Design ven_machine, sky130hd; sources not shown.
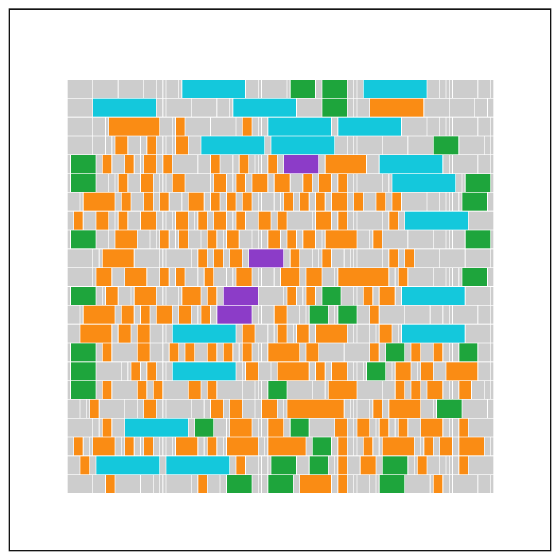
Fig. 1. Cells coloured by class (run 1).
Fill, decap, tap and diode cells in grey.
other buffers and delay cells: in green, cells 32. all other logic: in orange, cells 178. clock drivers and dummy loads: in purple, cells 4. flip-flops: in cyan, cells 18.
post-layout util: 0.509
Design Area, Final: 1880 µm²

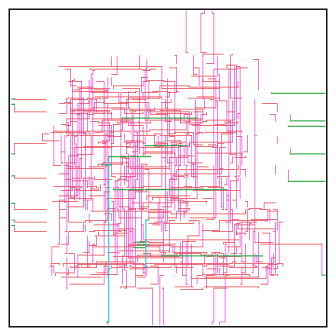
Fig. 2. Routed metal, one colour a layer (run 1).
met4: in cyan, wire length 52.4 µm. met2: in magenta, wire length 2,110 µm. met3: in green, wire length 157 µm. met1: in red, wire length 1,930 µm.
DR vias: 1,412
drt total wl: 4260 µm
total track usage: 0.147
WL per Instance: 15.2 µm

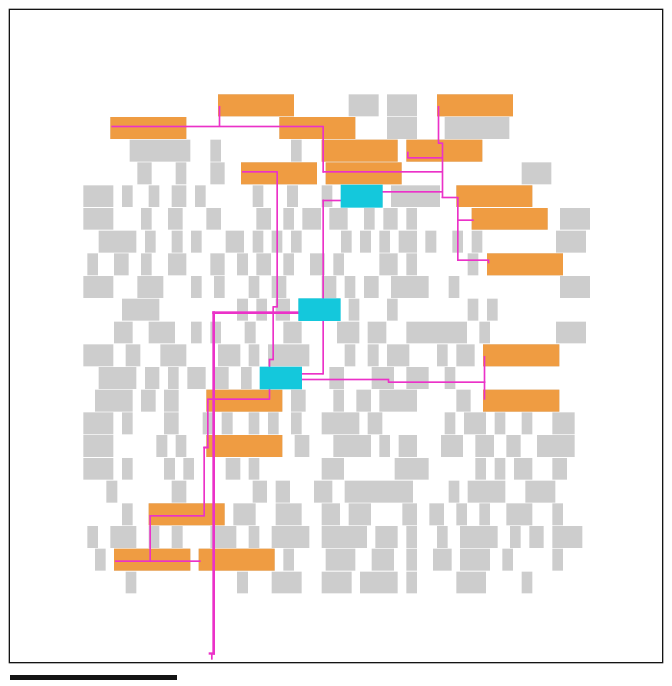
Fig. 3. Clock network drawn from the DEF (run 1).
Bar = 20 µm.
cells driving clock nets: in cyan, count 3. flip-flops: in orange, count 18. clock wires: in magenta, length 280 µm.
There are 4 routed clock nets.
clk latency late pin: 0.25 ns
clock network power: 159 µW

==> flow_metrics.py, run 1 <==
# Generated from Yosys and OpenROAD reports
metrics = {
    "status": {
        "status": "finished clean",
    },
    "synth": {
        "synth_adder_area_share": 0.152,
        "ys_seq_share": 0.308,
        "xor_share": 0.0299,
        "numSynthFlops": 18,
        "synth.net_count": 229,
        "ys_sh_mux": 0,
        "syn_avg_cell_area_um2": 7.35,
        "synth-compound-area-share": 0.101,
        "top_logic_kind": "simple AND/OR/NAND/NOR gates",
        "topCellsByArea": "dfrtp_1 31%, nand2_1 12%, ha_1 11%",
        "top_area_frac": 0.308,
        "syn-instance-count": 199,
        "syn_area_um2": 1460,
        "top_cell": "nand2_1",
        "synth_warnings": 0,
        "ys_cells": 199,
        "simple_gate_share": 0.315,
        "yosys_most_used_dff": "dfrtp_1",
        "synth-async-reset-ratio": 1.00,
        "netlist.top_cell.by_area": "dfrtp_1",
        "post_synth_num_cell_types": 27,
    },
    "critical_path": {
        "critPathMaxFanout": 8,
        "startpoint_type": "input pin",
        "cp.required_ns": 3.85,
        "reg2reg_slack_ns": 0.66,
        "crit_path_end_kind": "flip-flop",
        "critPathArrivalTime_ns": 3.67,
    },
    "clock_tree": {
        "root_buffer": "clkbuf_8",
        "cts_resized": 1,
        "cts_hold_buf": 0,
        "postCtsSetupRepairBufs": 0,
        "tritoncts": "done",
        "cts.sinks": 18,
        "cts_made_buffers": 3,
        "cts_buffer_depth": 2,
    },
    "final_layout": {
        "fin_nets": 263,
        "layout-drive-gt1-share": 0.159,
        "final_cells": 280,
        "diodes": 0,
        "lay_top_count": "nand2_1",
        "most-common-layout-cells": "46 x nand2_1, 28 x inv_1, 21 x clkdlybuf4s50_1, 18 x nor2_1, 18 x dfrtp_1",
    },
    "detailed_routing": {
        "detail_route.iter0.violations": 46,
        "wl_met2_um": 2110,
        "first_pass_iters": 4,
        "drtAntennaViolNets": 0,
        "wl_met3_um": 156,
        "vias_per_cell": 5.04,
        "drc": 0,
    },
    "power": {
        "powerComb_uw": 1390,
        "p_per_area_nw_per_um2": 1010,
        "power.internal_uw": 854,
        "p_switching_uw": 1040,
        "power_leakage_uw": 0.000961,
        "seq-power_uw": 340,
        "combPwrFrac": 0.736,
        "top_power_group": "combinational cells",
        "p_sw_frac": 0.548,
        "total_power_uw": 1890,
        "ir_worst_vdd_mv": 0.326,
    },
    "job": {
        "cap_viol_max_count": 0,
        "openroad.warnings": 26,
    },
    "timing": {
        "rsz0062_at_grt": "false",
        "fin_crit_ns": 3.58,
        "max_freq_mhz": 280,
        "setup_slack_ns": 0.184,
        "worst_slew_pin_slew_ns": 0.969,
        "setup_viol": 0,
        "slew_headroom": 0.352,
        "tns_ns": 0,
        "drv_slew": 0,
        "finalCritPeriodShare": 0.951,
        "hold_slack_ns": 0.493,
    },
    "floorplanning": {
        "dieHeight_um": 78.0,
        "die_area_um2": 6090,
        "rows": 22,
        "core_area_um2": 3690,
        "die_w_um": 78.0,
        "ios": 22,
    },
    "global_routing": {
        "grt_util_met2": 0.252,
        "grt_overflow": 0,
        "grt_max_degree": 19,
        "antenna_found_initial": 0,
        "grt_pass1_vias": 1531,
        "met3_usage": 0.0137,
        "grt_pass1_wl_um": 7260,
        "grt_use_met1": 0.187,
        "grt.busiest_layer": "met2",
    },
    "placed_design": {
        "place_congestion": 0.854,
        "placed_area_um2": 1800,
        "dp.cells": 276,
        "io_buffers": 21,
    },
    "worst_hold_path": {
        "hold_class": "flip-flop to flip-flop",
        "min_path_cells": 2,
    },
}
-- run 1: worst max-delay path, stage by stage --
cell and delay [ns]:
clkdlybuf4s50_1 0.40, ha_2 0.20, fa_2 0.34, nand3_1 0.10
nand3_1 0.08, nand2_1 0.08, nand2_1 0.07, nand2_2 0.09
nand2_4 0.05, or2_2 0.31, fa_1 0.45, nand3_1 0.10
nand2_2 0.09, a21oi_4 0.15, nand4_4 0.16, nand2_2 0.11
inv_2 0.05, nand2_1 0.05, nand2_1 0.04
-- run 1: final cells by class --
class | count | area [µm²]
Fill cell | 487 | 1810
Sequential cell | 18 | 450
Clock buffer | 4 | 55.1
Timing Repair Buffer | 32 | 293
Multi-Input combinational cell | 146 | 896
Tap cell | 48 | 60.1
Inverter | 32 | 123
==> run 1 -> run 2 <==
ABC_CLOCK_PERIOD_IN_PS = 4300   (was 3760)
clock period = 4.3 ns   (was 3.76 ns; I/O delays follow)
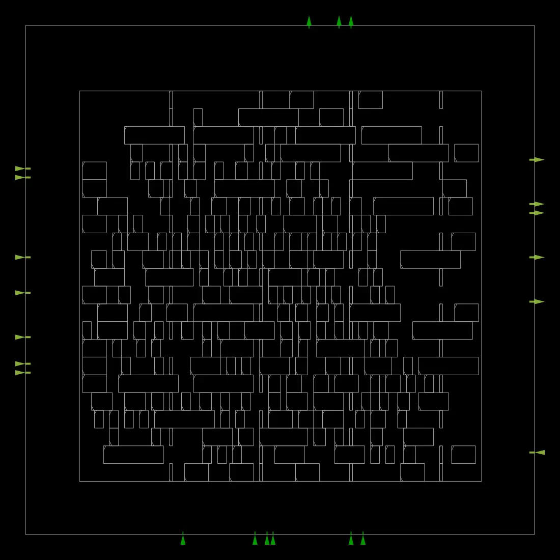
Fig. 4. Cell outlines without signal wires (run 2).
core area: 3690 µm²
flop count: 18
Tapcell Cnt: 48

==> run 2 against run 1 <==
Area after synthesis unchanged. Sequential share of layout area up 1.4 points. Register-to-register slack better by 0.23 ns. Setup slack better by 0.11 ns. Worst hold slack better by 0.00051 ns. Final cell count down 3.9%. Critical endpoint unchanged. Largest power group unchanged. Highest routed layer unchanged.
==> flow_metrics.py, run 2 <==
# Generated from Yosys and OpenROAD reports
metrics = {
    "final_layout": {
        "nonClkBufAreaFrac": 0.119,
        "most-common-layout-cells": "48 x nand2_1, 28 x inv_1, 21 x clkdlybuf4s50_1, 18 x nor2_1, 18 x dfrtp_1",
        "nNonClkInverters": 32,
        "lay_top_count": "nand2_1",
        "buffers": 21,
        "comb_cells": 146,
        "clk_share": 0.0311,
        "nClkBuffers": 4,
        "layout-drive-gt1-share": 0.0950,
        "sh_seq_area": 0.254,
        "flop_area_um2": 450,
        "n_fill_cell": 487,
    },
    "synth": {
        "syn_area_um2": 1460,
        "synth-async-reset-ratio": 1.00,
        "xor_share": 0.0299,
        "numSynthFlops": 18,
        "synth_adder_area_share": 0.152,
        "netlist.top_cell.by_area": "dfrtp_1",
        "synth_warnings": 0,
        "ys_cells": 199,
        "syn-instance-count": 199,
        "top_cell": "nand2_1",
        "topCellsByArea": "dfrtp_1 31%, nand2_1 12%, ha_1 11%",
        "ys_seq_share": 0.308,
        "simple_gate_share": 0.315,
        "ys_sh_mux": 0,
        "top_area_frac": 0.308,
        "syn_avg_cell_area_um2": 7.35,
        "synth-compound-area-share": 0.101,
    },
    "detailed_routing": {
        "vias_per_cell": 5.08,
        "drt_wl_total_um": 4040,
        "vias": 1367,
        "detail_route.iter0.violations": 40,
        "first_pass_iters": 4,
    },
    "timing": {
        "drv_slew": 0,
        "finalCritPeriodShare": 0.932,
        "slew_headroom": 0.352,
        "rsz0062_at_grt": "false",
        "hold_slack_ns": 0.493,
        "tns_ns": 0,
        "setup_viol": 0,
        "worst_slew_pin_slew_ns": 0.970,
    },
    "critical_path": {
        "crit_family": "simple AND/OR/NAND/NOR gates",
        "critPathBufInv": 2,
        "cp_num_cells": 19,
        "slowest_stage": "fa_1",
        "critPathMaxFanout": 8,
        "critPathArrivalTime_ns": 4.10,
        "cp_common_cell": "nand2_1",
        "reg2reg_slack_ns": 0.89,
        "cp.required_ns": 4.39,
        "crit_path_end_kind": "flip-flop",
        "path_cells": "clkdlybuf4s50_1, ha_1, fa_1, nand3_1, nand3_1, nand2_1, nand2_1, nand2_2, nand2_4, or2_2, fa_1, nand3_1, nand2_1, a21oi_1, nand4_4, nand2_1, inv_2, nand2_1, nand2_1",
    },
    "status": {
        "status": "finished clean",
    },
    "clock_tree": {
        "insertion_delay_ns": 0.26,
        "cts_hold_buf": 0,
        "cts_made_buffers": 3,
        "root_buffer": "clkbuf_8",
        "postCtsSetupRepairBufs": 0,
    },
    "job": {
        "openroad.warnings": 26,
    },
    "floorplanning": {
        "die_area_um2": 6090,
        "die_w_um": 78.0,
        "dieHeight_um": 78.0,
        "rows": 22,
    },
    "power": {
        "power_leakage_uw": 0.000910,
        "p_per_area_nw_per_um2": 839,
        "seq-power_uw": 294,
        "ir_worst_vdd_mv": 0.241,
        "p_sw_frac": 0.568,
        "powerComb_uw": 1050,
        "combPwrFrac": 0.705,
    },
    "global_routing": {
        "antenna_found_initial": 0,
        "grt_pass1_vias": 1504,
        "grt_max_degree": 19,
    },
}
-- run 2: cell counts after synthesis --
Identical to the previous run, type by type.
-- run 2: cell families (layout without fill, tap and decap cells) --
logic type	after synthesis	after routing
DFF	18	18
adders and majority gates	16	16
and+or+nand+nor	98	98
xor gates and xnor gates	5	5
AOI/OAI and AO/OA	27	27
buffers and inverters	35	57
-- run 2: layer usage --
layer / vias to the layer above / global-route usage / part of all wire
met5: - / 0 / 0
met2: 21 / 0.239 / 0.47
li1: 688 / - / -
met1: 656 / 0.187 / 0.50
met4: 0 / 0.0333 / 0.0077
met3: 2 / 0.0148 / 0.022
-- run 2: per-stage QoR --
stage          instances  setup slack (ns)
2_1_floorplan        199             0.695
3_3_place_gp         265             0.139
3_5_place_dp         265            0.0386
4_1_cts              269             0.298
5_1_grt              269            0.0423
6_report             269             0.292
Power figures rest on the tool's default switching activity, not on a simulated workload.
